Placement by cell class:
Drawn at 4 px/um.
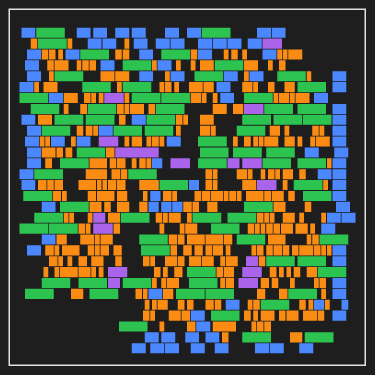
Placed standard cells:
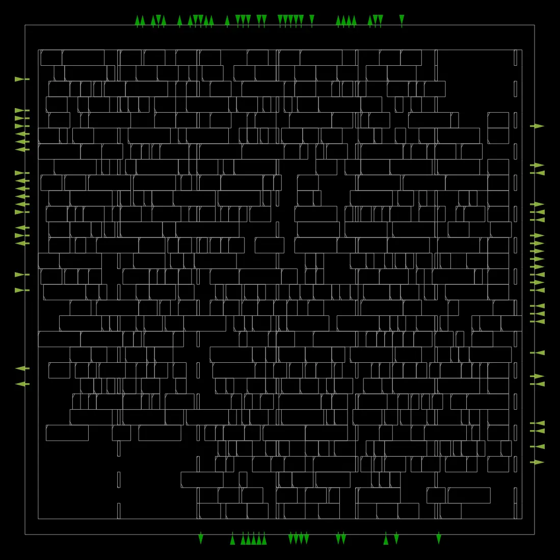
File: config.mk
export PLATFORM = sky130hd
export DESIGN_NAME = lsu_mac_flat
export DESIGN_NICKNAME = d
export VERILOG_FILES = /design/src/rtl/lsu_mac_if.sv /design/src/rtl/lsu_mac.sv /design/src/flat_wrapper.sv
export SDC_FILE = /design/constraint.sdc
export NUM_CORES = 1
export LEC_CHECK = 0
export CORE_MARGIN = 2
export CORE_UTILIZATION = 48
export CTS_CLUSTER_DIAMETER = 80
export DETAILED_ROUTE_END_ITERATION = 10
export PLACE_DENSITY = 0.79
export SYNTH_ARGS = -nofsm -noshare
export SYNTH_HDL_FRONTEND = slang
export SYNTH_SLANG_ARGS = --single-unit
File: constraint.sdc
create_clock -name clk -period 2.4 [get_ports clk]
set_clock_uncertainty 0.05 [all_clocks]
set_input_delay 0.24 -clock clk [delete_from_list [all_inputs] [get_ports clk]]
set_output_delay 0.24 -clock clk [all_outputs]
set_load 0.01 [all_outputs]
File: src/rtl/lsu_mac_if.sv
// LSU-side request/response and byte-wide memory bus of the load/store
// memory access controller, bundled so both sides share one declaration.
interface lsu_mac_if #(
   parameter int ADDR_W = 16
);
   // LSU request / response
   logic              req;
   logic              we;
   logic              wide;
   logic [ADDR_W-1:0] addr;
   logic [15:0]       wdata;
   logic              busy;
   logic              done;
   logic              err;
   logic [15:0]       rdata;
   // byte memory bus
   logic [ADDR_W-1:0] mem_addr;
   logic [7:0]        mem_wdata;
   logic              mem_rd;
   logic              mem_wr;
   logic [7:0]        mem_rdata;
   logic              mem_rdy;

   // Environment side: issues requests and plays the memory.
   modport master (
      output req, we, wide, addr, wdata, mem_rdata, mem_rdy,
      input  busy, done, err, rdata, mem_addr, mem_wdata, mem_rd, mem_wr
   );

   // Controller side.
   modport slave (
      input  req, we, wide, addr, wdata, mem_rdata, mem_rdy,
      output busy, done, err, rdata, mem_addr, mem_wdata, mem_rd, mem_wr
   );
endinterface

File: src/rtl/lsu_mac.sv
// Load/store memory access controller: turns one LSU access into one or two
// byte transfers on the 8-bit memory bus, assembles little-endian read data,
// and aborts any byte phase that waits TIMEOUT cycles for mem_rdy.
module lsu_mac #(
   parameter int ADDR_W  = 16,
   parameter int TIMEOUT = 15
) (
   input logic       clk,
   input logic       rst,
   lsu_mac_if.slave  bus
);
   localparam int CNT_W = $clog2(TIMEOUT + 1);

   typedef enum logic [1:0] {IDLE, LO, HI, FIN} state_t;

   state_t            state_q, state_d;
   logic              we_q, we_d;
   logic              wide_q, wide_d;
   logic [ADDR_W-1:0] addr_q, addr_d;
   logic [15:0]       wdata_q, wdata_d;
   logic [CNT_W-1:0]  cnt_q, cnt_d;
   logic              eflag_q, eflag_d;

   logic              busy_q, busy_d;
   logic              done_q, done_d;
   logic              err_q, err_d;
   logic [15:0]       rdata_q, rdata_d;
   logic [ADDR_W-1:0] mem_addr_q, mem_addr_d;
   logic [7:0]        mem_wdata_q, mem_wdata_d;
   logic              mem_rd_q, mem_rd_d;
   logic              mem_wr_q, mem_wr_d;

   // This wait cycle is the last one allowed for the current byte phase.
   logic tmo;
   assign tmo = (cnt_q == CNT_W'(TIMEOUT - 1));

   // State, latched request and registered outputs.
   always_ff @(posedge clk) begin
      if (rst) begin
         state_q     <= IDLE;
         we_q        <= 1'b0;
         wide_q      <= 1'b0;
         addr_q      <= '0;
         wdata_q     <= '0;
         cnt_q       <= '0;
         eflag_q     <= 1'b0;
         busy_q      <= 1'b0;
         done_q      <= 1'b0;
         err_q       <= 1'b0;
         rdata_q     <= '0;
         mem_addr_q  <= '0;
         mem_wdata_q <= '0;
         mem_rd_q    <= 1'b0;
         mem_wr_q    <= 1'b0;
      end else begin
         state_q     <= state_d;
         we_q        <= we_d;
         wide_q      <= wide_d;
         addr_q      <= addr_d;
         wdata_q     <= wdata_d;
         cnt_q       <= cnt_d;
         eflag_q     <= eflag_d;
         busy_q      <= busy_d;
         done_q      <= done_d;
         err_q       <= err_d;
         rdata_q     <= rdata_d;
         mem_addr_q  <= mem_addr_d;
         mem_wdata_q <= mem_wdata_d;
         mem_rd_q    <= mem_rd_d;
         mem_wr_q    <= mem_wr_d;
      end
   end

   // Next state: advance on mem_rdy, bail out to FIN on wait-state timeout.
   always_comb begin
      state_d = state_q;
      case (state_q)
         IDLE: if (bus.req) state_d = LO;
         LO: begin
            if (bus.mem_rdy) state_d = wide_q ? HI : FIN;
            else if (tmo)    state_d = FIN;
         end
         HI:   if (bus.mem_rdy || tmo) state_d = FIN;
         FIN:  state_d = IDLE;
         default: state_d = IDLE;
      endcase
   end

   // Datapath and next values of the registered outputs.
   always_comb begin
      we_d        = we_q;
      wide_d      = wide_q;
      addr_d      = addr_q;
      wdata_d     = wdata_q;
      cnt_d       = cnt_q;
      eflag_d     = eflag_q;
      rdata_d     = rdata_q;
      mem_addr_d  = mem_addr_q;
      mem_wdata_d = mem_wdata_q;
      mem_rd_d    = mem_rd_q;
      mem_wr_d    = mem_wr_q;
      case (state_q)
         IDLE: begin
            cnt_d   = '0;
            eflag_d = 1'b0;
            if (bus.req) begin
               we_d        = bus.we;
               wide_d      = bus.wide;
               addr_d      = bus.addr;
               wdata_d     = bus.wdata;
               mem_addr_d  = bus.addr;
               mem_wdata_d = bus.wdata[7:0];
               mem_rd_d    = !bus.we;
               mem_wr_d    = bus.we;
            end
         end
         LO: begin
            if (bus.mem_rdy) begin
               cnt_d = '0;
               if (!we_q) rdata_d[7:0] = bus.mem_rdata;
               if (wide_q) begin
                  // second byte goes to addr+1, wrapping at the top of memory
                  mem_addr_d  = addr_q + ADDR_W'(1);
                  mem_wdata_d = wdata_q[15:8];
               end else begin
                  mem_rd_d = 1'b0;
                  mem_wr_d = 1'b0;
                  if (!we_q) rdata_d[15:8] = 8'h00;
               end
            end else begin
               cnt_d = cnt_q + 1'b1;
               if (tmo) begin
                  mem_rd_d = 1'b0;
                  mem_wr_d = 1'b0;
                  eflag_d  = 1'b1;
               end
            end
         end
         HI: begin
            if (bus.mem_rdy) begin
               if (!we_q) rdata_d[15:8] = bus.mem_rdata;
               mem_rd_d = 1'b0;
               mem_wr_d = 1'b0;
            end else begin
               cnt_d = cnt_q + 1'b1;
               if (tmo) begin
                  mem_rd_d = 1'b0;
                  mem_wr_d = 1'b0;
                  eflag_d  = 1'b1;
               end
            end
         end
         FIN: begin
            cnt_d   = '0;
            eflag_d = 1'b0;
         end
         default: ;
      endcase
      busy_d = (state_d != IDLE);
      done_d = (state_d == FIN);
      err_d  = (state_d == FIN) && eflag_d;
   end

   assign bus.busy      = busy_q;
   assign bus.done      = done_q;
   assign bus.err       = err_q;
   assign bus.rdata     = rdata_q;
   assign bus.mem_addr  = mem_addr_q;
   assign bus.mem_wdata = mem_wdata_q;
   assign bus.mem_rd    = mem_rd_q;
   assign bus.mem_wr    = mem_wr_q;
endmodule

File: src/flat_wrapper.sv
// flat-port wrapper written by rule: the top's interface ports become plain ports
module lsu_mac_flat 
#(
   parameter int ADDR_W  = 16,
   parameter int TIMEOUT = 15
)
  (clk, rst, bus_req, bus_we, bus_wide, bus_addr, bus_wdata, bus_mem_rdata, bus_mem_rdy, bus_busy, bus_done, bus_err, bus_rdata, bus_mem_addr, bus_mem_wdata, bus_mem_rd, bus_mem_wr);
  lsu_mac_if #(.ADDR_W(ADDR_W)) bus_i ();
  input logic clk;
  input logic rst;
  input wire logic [$bits(bus_i.req)-1:0] bus_req;
  input wire logic [$bits(bus_i.we)-1:0] bus_we;
  input wire logic [$bits(bus_i.wide)-1:0] bus_wide;
  input wire logic [$bits(bus_i.addr)-1:0] bus_addr;
  input wire logic [$bits(bus_i.wdata)-1:0] bus_wdata;
  input wire logic [$bits(bus_i.mem_rdata)-1:0] bus_mem_rdata;
  input wire logic [$bits(bus_i.mem_rdy)-1:0] bus_mem_rdy;
  output wire logic [$bits(bus_i.busy)-1:0] bus_busy;
  output wire logic [$bits(bus_i.done)-1:0] bus_done;
  output wire logic [$bits(bus_i.err)-1:0] bus_err;
  output wire logic [$bits(bus_i.rdata)-1:0] bus_rdata;
  output wire logic [$bits(bus_i.mem_addr)-1:0] bus_mem_addr;
  output wire logic [$bits(bus_i.mem_wdata)-1:0] bus_mem_wdata;
  output wire logic [$bits(bus_i.mem_rd)-1:0] bus_mem_rd;
  output wire logic [$bits(bus_i.mem_wr)-1:0] bus_mem_wr;
  assign bus_i.req = bus_req;
  assign bus_i.we = bus_we;
  assign bus_i.wide = bus_wide;
  assign bus_i.addr = bus_addr;
  assign bus_i.wdata = bus_wdata;
  assign bus_i.mem_rdata = bus_mem_rdata;
  assign bus_i.mem_rdy = bus_mem_rdy;
  assign bus_busy = bus_i.busy;
  assign bus_done = bus_i.done;
  assign bus_err = bus_i.err;
  assign bus_rdata = bus_i.rdata;
  assign bus_mem_addr = bus_i.mem_addr;
  assign bus_mem_wdata = bus_i.mem_wdata;
  assign bus_mem_rd = bus_i.mem_rd;
  assign bus_mem_wr = bus_i.mem_wr;
  lsu_mac #(.ADDR_W(ADDR_W), .TIMEOUT(TIMEOUT)) u_core (.clk(clk), .rst(rst), .bus(bus_i));
endmodule
==> flow_metrics.tcl <==
# metrics dict for downstream scripts
set metrics [dict create \
    min_to "u_core.bus.mem_addr[7]$_SDFFE_PP0P_" \
    globalRoute.busiestLayer "met2" \
    cp-endpoint "u_core.bus.rdata[12]$_SDFFE_PP0P_" \
    final-max-slew-violation-count 0 \
    crit_slowest_cell "sky130_fd_sc_hd__o21ai_1" \
    average_cell_area_after_synthesis_um2 8.43 \
    clk_transition_reported_paths_ns 0.09 \
    worst_ir_drop_vdd_mv 0.609 \
    io_pins 91 \
    finalWorstSetupSlack_ns 0.388 \
    post_synth_tally_of_flip_flops_with_integrated_enable 0 \
    grt_setup_unrepaired "false" \
    via_count 3147 \
    cts_tree "done" \
    power.density_nw_per_um2 987 \
    comb_area_share 0.375 \
    gpl.final_weighted_congestion 0.865 \
    final-hold-violation-count 0 \
    postCtsSetupBuffers 0 \
    design_power_total_uw 4550 \
    portion_of_the_layout_cell_area_used_by_non_clock_buffers 0.206 \
    ys.flop_type "sky130_fd_sc_hd__dfxtp_1" \
    post_synth_xor_area_fraction 0.0280 \
    drv.max_cap_violation_count 0 \
    m1WireLength_um 3770 \
    n_all_inverters 9 \
    cts.path.max_buffers 2 \
    finalSetupViolations 0 \
    power_clock_uw 1040 \
    worstSetupStartpointType "flop" \
    setup-tns-final_ns 0 \
    floorplan.die.width_um 88.7 \
    top_area_cell_class "multi-input combinational cells" \
    max_slew.worst_pin.slew_ns 0.726 \
    multi_input_comb_area_um2 1730 \
    drcViolationCount 0 \
    post_route_cells_drive_above_1_share 0.0606 \
    worst_hold_slack_ns 0.359 \
    highest_layer "met4" \
    comb.multi_input.count 295 \
    placed_area_um2 4390 \
    hold_class "primary input to flop" \
    route.detailed.vias_per_inst 5.32 \
    post_place_worst_slack_ns 0.277 \
    outcome "complete, no violations" \
    compound_area_frac 0.166 \
    power_switching_share 0.353 \
    tap-cell-count 96 \
]
## Picture notes: 'placement by cell class'
class	color	cells	share of their area
flops	green	78	35%
other buffers and delay cells	blue	97	21%
combinational and other logic	orange	304	39%
clock drivers and dummy loads	purple	16	4.8%
total core area: 6870 um2
total non-filler cell area in the finished layout: 4610 um2

## Picture notes: 'placed standard cells'
fill cell instance count of the final layout: 583
Std-Cell Rows: 30

